Design alu_arbiter, sky130hd; sources not shown.
**Run 1: I/O pins on the die edge**

Drawn at 3 px/um. Pins as bars across the die edge, other pins in grey.
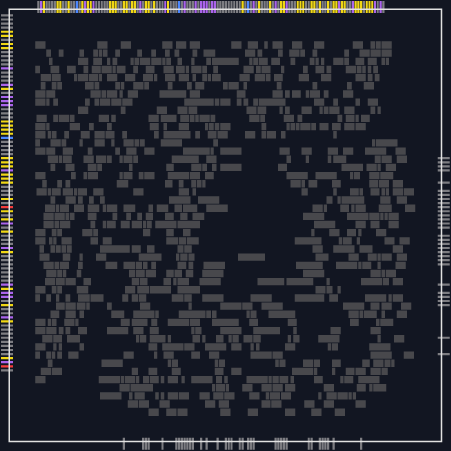
colour	port	pins	direction	edge
yellow	i_req_b	64	input	40 top, 24 left
blue	o_alu_ctl	4	output	3 top, 1 left
purple	o_alu_a	32	output	19 top, 13 left
red	o_req_ready	2	output	left
all pins by edge	126 top, 88 left, 36 bottom, 30 right
die height: 144 um
horizontal die dimension: 144 um

**Run 1: placement view**

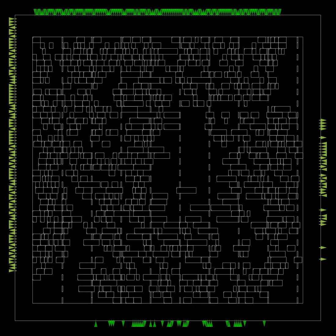
num sequential: 36
final cell utilization of the core: 0.441
number of placement rows: 46

**Run 1: routed metal, one colour a layer**

Drawn at 2 px/um. Two of the layers only.
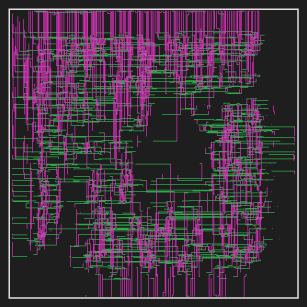
colour	layer	wire length
magenta	met2	11000 um
green	met1	8370 um
vias: 5039
Avg WL per Cell: 21.6 um

**Run 1: close-up of the layout**

Window x 52 to 92, y 52 to 92 um. Cells in grey, sequential cells in the stronger grey; small squares are vias.
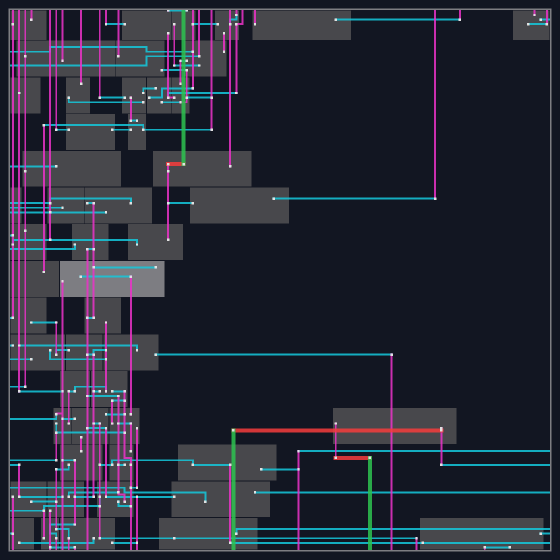
colour	layer
magenta	met2
green	met4
cyan	met1
red	met3
sequential cells in the window	1
most frequent	buf_4 (9), buf_12 (8)
cells with their middle in the window	48

==> summary.txt <==
Synthesis and place-and-route results.

- The first global-routing pass estimated 28.8 mm of wire.
- Of all cell types, the one taking the most synthesized area is dfxtp_1.
- In the final layout, the fill cell count is 1659.
- Routing resource usage on met2 recorded by global route was 0.321.
- The most common logic cells in the final layout are 201 x clkdlybuf4s50_1, 135 x nand2_1, 71 x buf_2.
- Counting both buffers and inverters, the worst setup path holds a total of 3.
- The placement report lists the number of port buffers as 279.
- STA puts the critical path data arrival time at 1500 ps.
- The maximum number of pins on one net before global-route repair is 100.
- The post-synthesis share of cell area spent on full adders, half adders and majority gates is 0.
- The count of unresolved DRC violations after routing is 0.
- The first routing iteration left 316 violations.
- The clock tree from TritonCTS is yes.
- Switching power as a fraction of the total was reported as 0.340.
- Hold repair after CTS inserted 0 buffers.
- Summing all multi-input logic gate instances after layout gives 2520 um2.
- met1 track demand over resource after global routing is 0.202.
- Of the total synthesized cell area, the portion taken by AND, OR, NAND and NOR gates is 0.361.
- The cell count after synthesis is 504.
- At the pin with the least slew margin, the transition time is 432 ps.
- The clock latency reported for the late side of the worst-skew pair is 280 ps.
- The flow ran to the end, but the final reports show violations.
- The kind of cell with the highest combined delay on the critical path is buffers and inverters.
- Summed over all layers, the routed wires come to 21.5 mm.
- The total routing resource utilization after global routing is 0.178.
- The power density of the placed cells is 665 nW/um2.
- The sequential share of cell area is 0.103.
- The fraction of the core area occupied by cells at floorplan is 0.205.
- The half-perimeter wire length after detailed placement is 14.8 mm.
- Looking at the group totals, the largest power group turns out to be combinational cells.
- For this run, the leading register cell type out of synthesis is dfxtp_1.
- In the detailed route, the total length drawn on met3 is 1.84 mm.
- For reference, the top cells by count after synthesis are 137 x nand2_1, 70 x nand3_1, 69 x o21ai_0.
- The summed area of non-filler cells in the final layout is 7000 um2.
- Dividing the final minimum period by the clock period gives 1.19.
- The biggest slice of the area belongs to buffers.
- In this run, the synthesized area fraction spent on AND-OR/OR-AND gates is recorded as 0.306.
- The area fraction in mux cells is 0.00307.
- In the synthesis report, Yosys lists the chip area as 3260 um2.
- The cell area after placement is 6380 um2.
- The maximum clock frequency is 581 MHz.
- The flip-flop count of the largest register, all copies and words added is 32.
- The total number of yosys warnings is 0.
- The ratio of routed vias to standard cells is 5.06.
- The worst-case clock skew is 3.23 ps.
- Summed over all layers, the global routing overflow is 0.
- Looking at the post-CTS report, the setup buffer insertion count equals 5.
- Across all register-to-register paths, the minimum setup slack is 0 ps.
- The maximum ir drop on the vdd rail is 0.404 mV.
- For this run, the post-layout net count is 954.
- The via count of the first global-routing pass was 4871.
- The max-cap violation count is 0.
- The clock tree has to reach 36 sinks.
- The most common cell in the synthesized netlist is nand2_1.
- The H-tree was split into 2 levels.
- The total of clock buffers placed in the layout is 6.
- The layout report lists the clock-cell share of area as 0.0191.
- The hold slack is 386 ps.
- The synthesized area per cell is 6.46 um2.
- STA classifies the critical path endpoint as an output pin.
- Excluding fillers, the count of instances in the completed layout stands at 995.
- The startpoint type of the worst setup path is a flop.
- For reference, the most critical setup path is categorized as reg2out.
- After layout, the design draws a total of 0.00466 W.
- In this run, placement finished with an instance count of 964.
- The number of antenna violations at the first check in global routing is 0.
- Before any placement, the netlist area is recorded as 3260 um2.
- The part of the total power dissipated in the clock network is 0.223.
- For this design, Yosys synthesis ends with a cell count of 504.
- Counting buffers and inverters, the worst setup path is 6 cells deep.
- The post-synthesis register bit count is 36.
- In the post-route analysis, the smallest setup slack over all paths is -271 ps.
- Counting cells, the worst reg-to-reg path comes to 6.
- The CTS report gives the tree buffer count as 5.
- The total net switching power is 0.00159 W.
- The boundary pin count is 280.
- In this run the tools logged warnings totalling 28.
- The top layer reached by signal wires is met4.
- In the global route stage, met3 resource usage came out at 0.0601.
- The checks that failed: setup timing.
- The timing report gives the clock slew at the launch and capture registers of the worst setup and hold paths as 60 ps.
- The final RePlAce weighted congestion is 0.819.
- From the final report, the count of setup violators was given as 70.
- The share of the synthesized netlist area taken by xor and xnor gates is 0.
- Summed over all sequential cells, the power is 0.00118 W.
- The dominant combinational cell family by area after synthesis is simple AND/OR/NAND/NOR gates.
- The combinational power is 0.00244 W.
- Of the synthesized area, sequential elements account for 0.221.
- The antenna diode count is 0.
- The area of the core region is 15900 um2.
- The min-delay analysis places its worst path in the category in2reg.
- The total length of routed met2 wires is 11.0 mm.
- The synthesis report lists the most area-consuming cells as dfxtp_1 22%, nand2_1 16%, nand3_1 11%, o21ai_0 11%, a311o_1 10%.
- The number of signal-net buffers in the layout is 339.
- Setup repair after global routing could not meet its margin everywhere.
- The leakage power of the design is 2.78 nW.
- The post-detailed-route count of antenna-violating nets is 0.
- The power consumed by the clock network is 0.00104 W.
- In the final layout, the share of cells above drive strength 1 is 0.282.
- The final timing report lists a max-slew violation count of 0.
- The largest fanout of any net on the critical path is 8.
- CTS placed an instance of clkbuf_16 at the clock tree root.
- The largest stage delay on the critical path is 320 ps.
- The tap cell instance count is 216.
- The flow measured a signed area growth from synthesis to layout of 115%.
- The hold violation count in the final report is 0.
- The master of the slowest instance on the critical path is dfxtp_2.
- The fraction of power consumed by sequential logic is 0.253.
- The post-route minimum period is 1720 ps.
- The synthesis report gives the async set-or-reset register share as 0.
- The worst slew margin relative to its limit is 0.712.
- The number of optimization iterations in the first detailed-route pass is 4.
- The worst-case setup slack after placement is -489 ps.
- Of the total power, combinational logic draws 0.524.
- The non-clock buffer share of cell area is 0.479.
- The flip-flop and latch area is 724 um2.
- After routing, the total negative slack on setup checks comes to -11790 ps.
- The report lists the cells along the critical path as nand2b_4 -> and2_4 -> buf_16 -> buf_6 -> o21ai_2 -> buf_2.
- In the final routing, the length of wire on met1 measures 8.37 mm.
- In the final layout, excluding clock inverters the inverter count is 0.
- The number of synthesized flops with an enable pin is 0.
- The top-area cell type share of the netlist area is 0.221.
- The highest-utilization routing layer at the global route stage is met2.
- The area of the die is 20600 um2.
- The synthesized net count is 679.
- After synthesis, the netlist uses 30 different library cells.
- 397 cells are multi-input combinational gates.
- Hold analysis shows the worst path with a depth of 3.
- The power report lists cell-internal power as 0.00307 W.
- The most common cell after layout, fill and taps aside is clkdlybuf4s50_1.
- The clock passes through at most 2 buffers.
Power is estimated from default activity; no workload was simulated.
